[src/rtl/csi2_tx_pkt_ctrl.sv]
// csi2_tx_pkt_ctrl: CSI-2 packet sequencer in the byte clock domain.
// It turns converter frame/line events into FS/FE short packets and
// pixel-line long packets. It also drives the D-PHY transmitter's
// HS-enable, strobes, header fields and payload stream.
// Ports:
//   byte_clk_i, rst_n_i          - clock, async active-low reset
//   fv_start_i, fv_end_i         - frame start/end pulses from the converter
//   txfr_req_i                   - converter has a line ready (level)
//   byte_en_i, byte_data_i       - converter payload beats
//   data_type_i                  - data type of the pending line
//   txfr_en_o                    - transfer enable back to the converter
//   c2d_ready_i, d_hs_rdy_i      - transmitter ready / data lanes in HS
//   ld_pyld_i                    - transmitter is loading payload
//   clk_hs_en_o, d_hs_en_o       - HS clock lane request / data lane pulse
//   sp_en_o, lp_en_o             - short / long packet strobes
//   dt_o, vc_o, wc_o             - packet header fields
//   byte_data_en_o, byte_data_o  - payload to the transmitter
//   err_o                        - timeout pulse
module csi2_tx_pkt_ctrl #(
  parameter logic [15:0] WC             = 16'd1920,
  parameter int unsigned BYTES_PER_BEAT = 8,
  parameter logic [1:0]  VC             = 2'd0,
  parameter int unsigned T_CLK_PRE      = 8,
  parameter int unsigned T_TRAIL        = 8,
  parameter logic [15:0] FRAME_CNT_MAX  = 16'd0,
  parameter int unsigned TIMEOUT        = 1023
) (
  input  logic        byte_clk_i,
  input  logic        rst_n_i,
  input  logic        fv_start_i,
  input  logic        fv_end_i,
  input  logic        txfr_req_i,
  input  logic        byte_en_i,
  input  logic [63:0] byte_data_i,
  input  logic [5:0]  data_type_i,
  output logic        txfr_en_o,
  input  logic        c2d_ready_i,
  input  logic        d_hs_rdy_i,
  input  logic        ld_pyld_i,
  output logic        clk_hs_en_o,
  output logic        d_hs_en_o,
  output logic        sp_en_o,
  output logic        lp_en_o,
  output logic [5:0]  dt_o,
  output logic [1:0]  vc_o,
  output logic [15:0] wc_o,
  output logic        byte_data_en_o,
  output logic [63:0] byte_data_o,
  output logic        err_o
);

  localparam int unsigned CNT_W  = 16;
  localparam int unsigned BCNT_W = 17;
  localparam logic [5:0]  DT_FS  = 6'h00;
  localparam logic [5:0]  DT_FE  = 6'h01;

  typedef enum logic [2:0] {
    S_IDLE,
    S_CLK_PRE,
    S_WAIT_HS,
    S_SEL,
    S_WAIT_PYLD,
    S_STREAM,
    S_TRAIL
  } state_t;

  state_t             state;
  logic               fs_pend;
  logic               fe_pend;
  logic               lp_pend;
  logic [15:0]        frame_cnt;
  logic [CNT_W-1:0]   cnt;
  logic [BCNT_W-1:0]  byte_cnt;

  logic               any_pend_c;
  logic               fs_clr_c;
  logic               fe_clr_c;
  logic               beat_c;
  logic [BCNT_W-1:0]  byte_cnt_nxt_c;
  logic               last_beat_c;
  logic               timeout_c;

  // Packet selection and stream bookkeeping
  always_comb begin
    any_pend_c     = fs_pend | fe_pend | lp_pend;
    fs_clr_c       = (state == S_SEL) && fs_pend;
    fe_clr_c       = (state == S_SEL) && !fs_pend && !lp_pend && fe_pend;
    beat_c         = byte_en_i & txfr_en_o;
    byte_cnt_nxt_c = byte_cnt + BCNT_W'(BYTES_PER_BEAT);
    last_beat_c    = byte_cnt_nxt_c >= {1'b0, WC};
    timeout_c      = cnt == CNT_W'(TIMEOUT - 1);
  end

  // Pending flags and frame counter; a new event wins over a same-cycle clear
  always_ff @(posedge byte_clk_i or negedge rst_n_i) begin
    if (!rst_n_i) begin
      fs_pend   <= 1'b0;
      fe_pend   <= 1'b0;
      lp_pend   <= 1'b0;
      frame_cnt <= 16'd0;
    end else begin
      fs_pend <= fv_start_i | (fs_pend & ~fs_clr_c);
      fe_pend <= fv_end_i | (fe_pend & ~fe_clr_c);
      // The request is a level held until served, so the flag is its registered copy
      lp_pend <= txfr_req_i;
      if (fv_start_i) begin
        if (FRAME_CNT_MAX == 16'd0) begin
          frame_cnt <= 16'd0;
        end else if (frame_cnt >= FRAME_CNT_MAX) begin
          frame_cnt <= 16'd1;
        end else begin
          frame_cnt <= frame_cnt + 16'd1;
        end
      end
    end
  end

  // Sequencer with registered transmitter/converter controls
  always_ff @(posedge byte_clk_i or negedge rst_n_i) begin
    if (!rst_n_i) begin
      state          <= S_IDLE;
      cnt            <= '0;
      byte_cnt       <= '0;
      txfr_en_o      <= 1'b0;
      clk_hs_en_o    <= 1'b0;
      d_hs_en_o      <= 1'b0;
      sp_en_o        <= 1'b0;
      lp_en_o        <= 1'b0;
      dt_o           <= '0;
      vc_o           <= '0;
      wc_o           <= '0;
      byte_data_en_o <= 1'b0;
      byte_data_o    <= '0;
      err_o          <= 1'b0;
    end else begin
      d_hs_en_o      <= 1'b0;
      sp_en_o        <= 1'b0;
      lp_en_o        <= 1'b0;
      err_o          <= 1'b0;
      byte_data_en_o <= 1'b0;
      vc_o           <= VC;
      case (state)
        S_IDLE: begin
          if (c2d_ready_i && any_pend_c) begin
            clk_hs_en_o <= 1'b1;
            cnt         <= '0;
            state       <= S_CLK_PRE;
          end
        end
        S_CLK_PRE: begin
          if (cnt == CNT_W'(T_CLK_PRE - 1)) begin
            d_hs_en_o <= 1'b1;
            cnt       <= '0;
            state     <= S_WAIT_HS;
          end else begin
            cnt <= cnt + CNT_W'(1);
          end
        end
        S_WAIT_HS: begin
          if (d_hs_rdy_i) begin
            state <= S_SEL;
          end else if (timeout_c) begin
            err_o       <= 1'b1;
            clk_hs_en_o <= 1'b0;
            txfr_en_o   <= 1'b0;
            state       <= S_IDLE;
          end else begin
            cnt <= cnt + CNT_W'(1);
          end
        end
        S_SEL: begin
          cnt <= '0;
          if (fs_pend) begin
            sp_en_o <= 1'b1;
            dt_o    <= DT_FS;
            wc_o    <= frame_cnt;
            state   <= S_TRAIL;
          end else if (lp_pend) begin
            lp_en_o <= 1'b1;
            dt_o    <= data_type_i;
            wc_o    <= WC;
            state   <= S_WAIT_PYLD;
          end else if (fe_pend) begin
            sp_en_o <= 1'b1;
            dt_o    <= DT_FE;
            wc_o    <= frame_cnt;
            state   <= S_TRAIL;
          end else begin
            // Line request withdrawn while bringing up HS: just close the burst
            state <= S_TRAIL;
          end
        end
        S_WAIT_PYLD: begin
          if (ld_pyld_i) begin
            txfr_en_o <= 1'b1;
            byte_cnt  <= '0;
            state     <= S_STREAM;
          end else if (timeout_c) begin
            err_o       <= 1'b1;
            clk_hs_en_o <= 1'b0;
            txfr_en_o   <= 1'b0;
            state       <= S_IDLE;
          end else begin
            cnt <= cnt + CNT_W'(1);
          end
        end
        S_STREAM: begin
          if (beat_c) begin
            byte_data_en_o <= 1'b1;
            byte_data_o    <= byte_data_i;
            byte_cnt       <= byte_cnt_nxt_c;
            if (last_beat_c) begin
              txfr_en_o <= 1'b0;
              cnt       <= '0;
              state     <= S_TRAIL;
            end
          end
        end
        S_TRAIL: begin
          if (cnt == CNT_W'(T_TRAIL - 1)) begin
            cnt <= '0;
            if (c2d_ready_i && any_pend_c) begin
              d_hs_en_o <= 1'b1;
              state     <= S_WAIT_HS;
            end else begin
              clk_hs_en_o <= 1'b0;
              state       <= S_IDLE;
            end
          end else begin
            cnt <= cnt + CNT_W'(1);
          end
        end
        default: state <= S_IDLE;
      endcase
    end
  end

endmodule

[config.mk]
export PLATFORM = sky130hd
export DESIGN_NAME = csi2_tx_pkt_ctrl
export DESIGN_NICKNAME = d
export VERILOG_FILES = /design/src/rtl/csi2_tx_pkt_ctrl.sv
export SDC_FILE = /design/constraint.sdc
export NUM_CORES = 1
export LEC_CHECK = 0
export ABC_AREA = 1
export ABC_CLOCK_PERIOD_IN_PS = 3200
export CORE_MARGIN = 2
export CORE_UTILIZATION = 45
export CTS_CLUSTER_DIAMETER = 100
export CTS_CLUSTER_SIZE = 28
export DETAILED_ROUTE_END_ITERATION = 8
export PLACE_DENSITY = 0.86
export SLEW_MARGIN = 0
export SYNTH_ARGS = -nofsm -noshare
export SYNTH_HDL_FRONTEND = slang
export SYNTH_SLANG_ARGS = --single-unit
export TNS_END_PERCENT = 30
[constraint.sdc]
create_clock -name byte_clk_i -period 3.2 [get_ports byte_clk_i]
set_input_delay 0.48 -clock byte_clk_i [delete_from_list [all_inputs] [get_ports byte_clk_i]]
set_output_delay 0.48 -clock byte_clk_i [all_outputs]
set_load 0.02 [all_outputs]
==> impl_metrics.json, run 1 <==
{
  "setup_violations": 0,
  "final-hold-violation-count": 0,
  "timing.critical_path.required_ns": 3.50,
  "num_io_pins": 174,
  "gp_congestion": 0.975,
  "area_growth_pct": 40.1,
  "detailedRoute.firstPassIterationCount": 7,
  "worst_setup_hold_path_clk_slew_ns": 0.05,
  "syn_area_per_cell_um2": 7.87,
  "worst_setup_path_end_kind": "flop",
  "kind_of_critical_path": "reg -> reg",
  "number_of_global_route_vias_before_repair": 4756,
  "placed_area_mm2": 0.00717,
  "layout_top_cell_excl_fill_tap": "sky130_fd_sc_hd__nand2_1",
  "cts_num_sinks": 114,
  "ys_types": 37,
  "power_top_consumer": "combinational cells",
  "synthMuxAreaShare_pct": 0,
  "grt.met2_usage_pct": 32.9,
  "synth-warning-count": 0,
  "swShare_pct": 36.8,
  "cells_after_synthesis": 699,
  "cts.hold.buffers_added": 0,
  "dr_wl_met3_um": 1490,
  "grt_use_met1_pct": 26.4,
  "grt-ovfl-total": 0,
  "total_switching_power_mw": 2.49,
  "peakVddDrop_v": 0.000622,
  "grt_antenna_before_repair": 0,
  "clock_skew_ns": 0.00785,
  "synth-area-yosys_mm2": 0.00550,
  "total_cts_buffers": 17,
  "sequentialPower_mw": 2.27,
  "report.final.slew_viol_count": 0,
  "pwr-share-seq_pct": 33.6,
  "avgRoutedWirePerCell_um": 13.1,
  "drtAntennaViolNets": 0,
  "pwr-share-comb_pct": 41.1,
  "grt.busiest_layer": "met2",
  "worstPathCellList": "ha_1 > nand2_1 > inv_1 > nand2_1 > nand2_1 > nor2_1 > nand3_1 > nand2_1 > nor2_2 > a21oi_2 > buf_4 > nand2_1 > nand2_1 > nand2_1",
  "grt_max_degree": 73,
  "outcome": "completed",
  "postSynth.asyncResetShare_pct": 100,
  "die_width_um": 115,
  "rsz0062_at_grt": "false",
  "std_cell_rows": 40,
  "adder_share_pct": 0.683,
  "layout.nets": 941,
  "timing.critical_path.slowest_cell_delay_ns": 0.42,
  "synth-compound-area-share_pct": 5.89,
  "pwr.group.combinational_mw": 2.77,
  "ys_top_logic_family": "simple AND/OR/NAND/NOR gates",
  "cp_max_fo": 11,
  "timing.final.crit_share_pct": 70.1,
  "wl_met1_um": 5480,
  "portBuffers": 159,
  "count_of_flip_flops_with_a_built_in_enable_after_synthesis": 0,
  "post_synth_xor_area_fraction_pct": 0.319,
  "cts_post_setup_buffers_inserted": 0,
  "cts_tree": "yes",
  "netlist.area_leader.share_pct": 51.9,
  "clock_path_buffers": 2,
  "critPathLaunchType": "flop",
  "transition_at_the_pin_with_the_smallest_max_transition_slack_ns": 0.737,
  "internal_power_mw": 4.27,
  "cts-root-buf": "sky130_fd_sc_hd__clkbuf_16",
  "max_cap_violations": 0,
  "stdcell_area_mm2": 0.00770
}
## run 1: metrics by stage
| step | util [%] | instances | worst slack, ns | hold WS (ns) |
|---|---|---|---|---|
| final | 64.4 | 1016 | 0.955 | 0.144 |
| after global routing | 64.4 | 1016 | 0.702 | 0.197 |
| after CTS | 64.4 | 1016 | 0.962 | 0.162 |
| after detailed placement | 59.9 | 987 | 0.870 | 0.458 |
| after global placement | 59.9 | 987 | 0.943 | 0.452 |
| after floorplan | - | 712 | 1.51 | 0.184 |
## run 1: state kept, by name (all words and copies together) (netlist names)
signal	count
d_hs_en_o	1
lp_en_o	1
dt_o	6
sp_en_o	1
state	3
byte_cnt	14
fs_pend	1
err_o	1
cnt	16
byte_data_o	64
fe_pend	1
byte_data_en_o	1
txfr_en_o	1
clk_hs_en_o	1
lp_pend	1
wc_o	1
## run 1: area by class of cell
cell class | instances | area [µm²]
clock buffer | 23 | 478
clock inverter | 6 | 57.6
fill | 939 | 4260
inverter | 51 | 191
multi-input combinational | 508 | 2260
sequential | 114 | 2850
tap | 147 | 184
timing repair buffer | 167 | 1670
## run 1: final timing paths
check	endpoint	start	slack, ns	cells after the start
setup reg to reg	state[2]	byte_cnt[3]	0.96	14
min in group byte_clk_i	byte_data_o[40]	byte_data_o[40]	0.47	2
max in group asynchronous	byte_cnt[10]	rst_n_i	2.34	2
setup / recovery	state[2]	byte_cnt[3]	0.96	14
hold / removal	clk_hs_en_o	rst_n_i	0.14	1
hold reg to reg	byte_data_o[40]	byte_data_o[40]	0.47	2
## run 1: worst reg2reg max path: cells and delay by family (launching register included)
kind                       cells  cell delay (ns)
and+or+nand+nor               10             0.78
DFF                            1             0.42
AOI/OAI and AO/OA              1             0.38
buffers and inverters          2             0.31
adders and majority gates      1             0.24
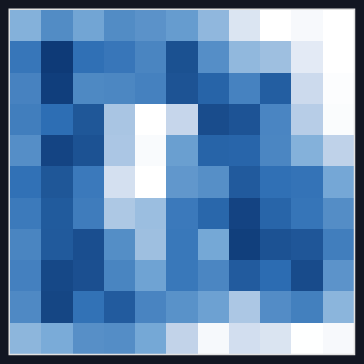
Run 1: local utilization
Scale: 3 px per µm. The die is cut into 11 by 11 equal tiles; white is low, dark blue is high, 0 to 100% covered.
The mean over all tiles is 57%. 5.8% of the tiles are nearly empty. The fullest tile reaches 96%. The emptiest ninth of the die: north-east. 26% of the tiles are over 75% full.
core area: 0.0120 mm²
Init Core Util: 46.0%
post-layout util: 64.4%

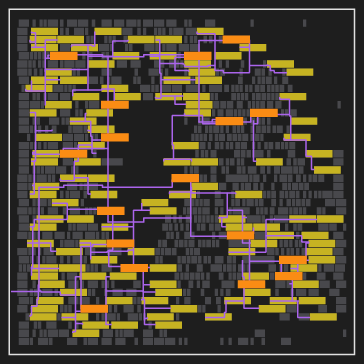
Run 1: routed clock nets over the placement
Scale: 3 px per µm.
Purple shows clock wires, length 1490 µm. Orange shows clock-net drivers, count 17. Yellow shows flip-flops, count 114.
Position of the flops: all over the die.
power in the clock group: 1.71 mW
Clk Latency, worst-skew pair: 0.41 ns
clock power share: 25.4%

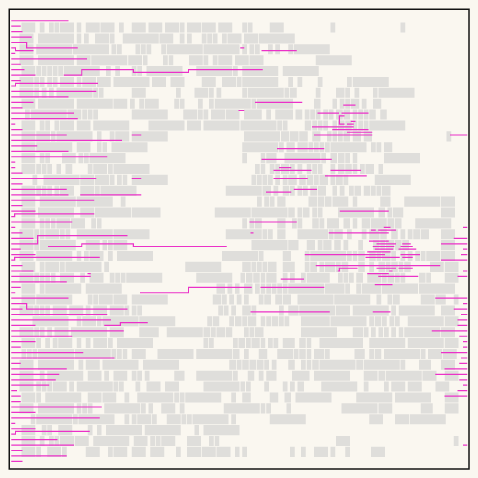
Run 1: M3 wires
Scale: 4 px per µm.
The wires run mostly horizontal. 156 nets have wire on it. The layer holds 11% of the routed length. The longest straight run is 30.8 µm. The layer carries 1490 µm of wire.
met3 capacity usage during global routing: 10.1%
Routed Wire Length: 13300 µm
via count: 5026

Run 1, the clock network:
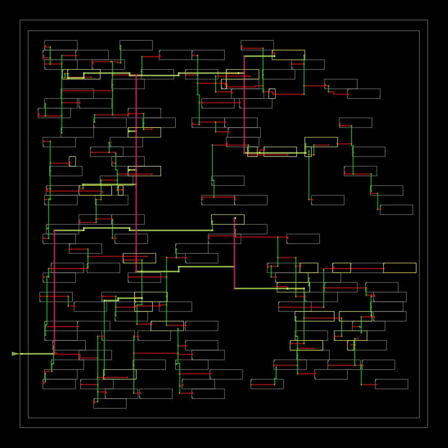

==> run 1 -> run 2 <==
--- a/config.mk
+++ b/config.mk
@@ -6,13 +6,13 @@
 export NUM_CORES = 1
 export LEC_CHECK = 0
 export ABC_AREA = 1
-export ABC_CLOCK_PERIOD_IN_PS = 3200
+export ABC_CLOCK_PERIOD_IN_PS = 1900
 export CORE_MARGIN = 2
-export CORE_UTILIZATION = 45
+export CORE_UTILIZATION = 42
 export CTS_CLUSTER_DIAMETER = 100
 export CTS_CLUSTER_SIZE = 28
 export DETAILED_ROUTE_END_ITERATION = 8
-export PLACE_DENSITY = 0.86
+export PLACE_DENSITY = 0.84
 export SLEW_MARGIN = 0
 export SYNTH_ARGS = -nofsm -noshare
 export SYNTH_HDL_FRONTEND = slang
==> constraint.sdc (replaced) <==
create_clock -name byte_clk_i -period 1.9 [get_ports byte_clk_i]
set_input_delay 0.285 -clock byte_clk_i [delete_from_list [all_inputs] [get_ports byte_clk_i]]
set_output_delay 0.285 -clock byte_clk_i [all_outputs]
set_load 0.02 [all_outputs]
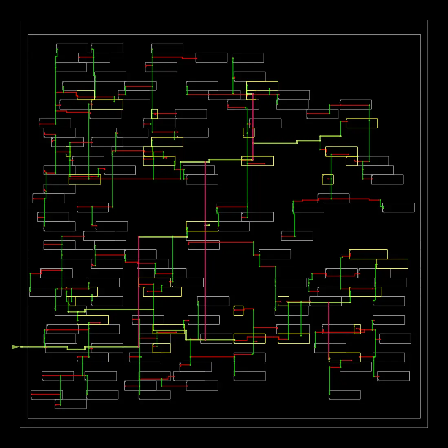
Run 2: the clock network
flop count: 114
clock buf count: 20
Clock Skew: 0.00594 ns
power in the clock group: 3.12 mW
total CTS buffers: 17

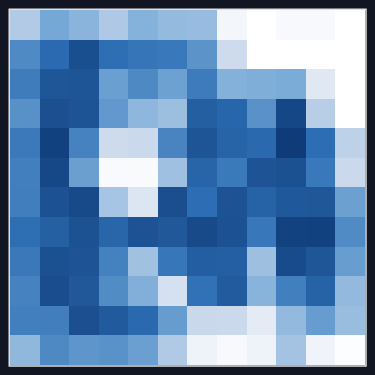
Run 2: local utilization
Scale: 3 px per µm. The die is cut into 12 by 12 equal tiles; white is low, dark blue is high, 0 to 100% covered.
The mean over all tiles is 56%. 34% of the tiles are over 75% full. The emptiest ninth of the die: north-east.
Init Core Util: 43.2%
core area: 0.0127 mm²
post-layout util: 63.6%

==> impl_metrics.json, run 2 <==
{
  "dr_wl_met3_um": 1390,
  "wl_met2_um": 6650,
  "cells_after_synthesis": 699,
  "pwr.group.combinational_mw": 5.08,
  "synth-area-yosys_mm2": 0.00550,
  "totalPowerFinal_mw": 12.0,
  "post-synth-top-area-cell": "sky130_fd_sc_hd__dfrtp_1",
  "detailedRoute.firstPassIterationCount": 6,
  "grt_use_met1_pct": 26.4,
  "count_of_flip_flops_with_a_built_in_enable_after_synthesis": 0,
  "routed_wl_um": 14300,
  "peakVddDrop_v": 0.00103,
  "synth-seq-cells": 114,
  "pwr-share-comb_pct": 42.2,
  "syn_area_per_cell_um2": 7.87,
  "setup_violations": 0,
  "rsz0062_at_grt": "true",
  "worst_skew_pair.late_latency_ns": 0.41,
  "worstPathCellList": "buf_6 > nand3_1 > nor2_2 > nand3_1 > nand2_1 > nand3_1 > nor2_4 > a21oi_4 > buf_6 > buf_12 > nand4_1 > nand2_1",
  "synth-warning-count": 0,
  "kind_of_critical_path": "reg -> reg",
  "cts-root-buf": "sky130_fd_sc_hd__clkbuf_16",
  "grt_antenna_before_repair": 0,
  "worst_setup_path_end_kind": "flop",
  "internal_power_mw": 7.58,
  "report.final.slew_viol_count": 0,
  "regs_by_ff_count": "byte_data_o (64), cnt (16), byte_cnt (14)",
  "max_cap_violations": 0,
  "timing.critical_path.slowest_cell_delay_ns": 0.37,
  "grtUsageTotal_pct": 21.3,
  "gp_congestion": 0.967,
  "grt.met2_usage_pct": 33.4,
  "critPathLaunchType": "flop",
  "power_top_consumer": "combinational cells",
  "viasPerCell": 4.83,
  "cts_tree": "yes",
  "final-hold-violation-count": 0,
  "cp_max_fo": 6,
  "grt-ovfl-total": 0,
  "vias": 5151,
  "total_switching_power_mw": 4.45,
  "worst_setup_hold_path_clk_slew_ns": 0.05,
  "std_cell_rows": 41,
  "number_of_global_route_vias_before_repair": 5040,
  "die_width_um": 118,
  "place_ws_ns": 0.0350,
  "clkPwrFrac_pct": 25.9,
  "topCellsByArea": "sky130_fd_sc_hd__dfrtp_1 (52%), sky130_fd_sc_hd__nand2_1 (21%), sky130_fd_sc_hd__nand4_1 (3.2%)",
  "wl_met1_um": 6070,
  "clock_path_buffers": 2,
  "pwr-share-seq_pct": 31.8,
  "netlist.area_leader.share_pct": 51.9,
  "yosys-stat-cells": 699,
  "grt_max_degree": 73,
  "chipArea_mm2": 0.0140,
  "layout_min_cycle_time_ns": 1.89,
  "ys_types": 37,
  "area_growth_pct": 47.2,
  "layout.nets": 964,
  "max_reg_flops": 64,
  "stdcell_count": 1067,
  "grt_first_pass_wirelength_um": 24100,
  "outcome": "completed",
  "registers.top_by_ff_count": "byte_data_o",
  "log.warning_count": 28,
  "timing.final.crit_share_pct": 99.6,
  "sequentialPower_mw": 3.83,
  "place.detailed.instances": 1024,
  "grt.busiest_layer": "met2",
  "layout_top_cell_excl_fill_tap": "sky130_fd_sc_hd__nand2_1",
  "timing.critical_path.required_ns": 2.20,
  "num_io_pins": 174,
  "postSynth.asyncResetShare_pct": 100,
  "drtAntennaViolNets": 0,
  "grt.met3_usage_pct": 9.51,
  "layout_setup_ws_ns": 0.00845,
  "avgRoutedWirePerCell_um": 13.4,
  "swShare_pct": 37.0,
  "portBuffers": 159,
  "cts_num_sinks": 114
}
==> run 2: final cells by class <==
| type | instances | area [µm²] |
|---|---|---|
| Fill cell | 1031 | 4630 |
| Sequential cell | 114 | 2860 |
| Multi-Input combinational cell | 508 | 2340 |
| Timing Repair Buffer | 190 | 1910 |
| Clock buffer | 20 | 457 |
| Tap cell | 172 | 215 |
| Inverter | 51 | 191 |
| Clock inverter | 12 | 133 |
==> run 2: per-stage QoR <==
stage / hold slack [ns] / area (µm²)
floorplan: -0.0106 / 5550
global placement: 0.277 / 7310
detailed placement: 0.279 / 7310
CTS: 0.305 / 7940
global route: 0.301 / 8090
finish: 0.318 / 8090
==> run 2: kinds of logic (layout without fill, tap and decap cells) <==
kind of cell	after synthesis	count (layout)	share of synthesized area, %
flip-flops	114	114	51.9
XOR/XNOR	2	2	0.319
adder cells (fa/ha/maj)	3	3	0.683
AND-OR/OR-AND	55	55	5.89
buffers and inverters	90	273	7.83
other	1	14	0.0682
AND/OR/NAND/NOR	434	434	33.3
==> run 2: worst paths after layout <==
path	startpoint	to	slack, ns	depth (start not counted)
hold / removal	txfr_req_i	lp_pend	0.32	1
setup reg to reg	byte_cnt[3]	cnt[11]	0.008	12
min in group asynchronous	rst_n_i	err_o	0.38	2
hold reg to reg	byte_data_o[31]	byte_data_o[31]	0.46	2
setup / recovery	byte_cnt[3]	cnt[11]	0.008	12
max in group asynchronous	rst_n_i	byte_data_o[29]	0.91	3
==> run 2: repair_timing <==
item	CTS	global route
pin swaps	0	8
setup buffers	3	7
gates resized	0	31
endpoints found under the hold margin	32	0
setup endpoints to repair	1	87
hold buffers	1	0
Power is estimated from default activity; no workload was simulated.
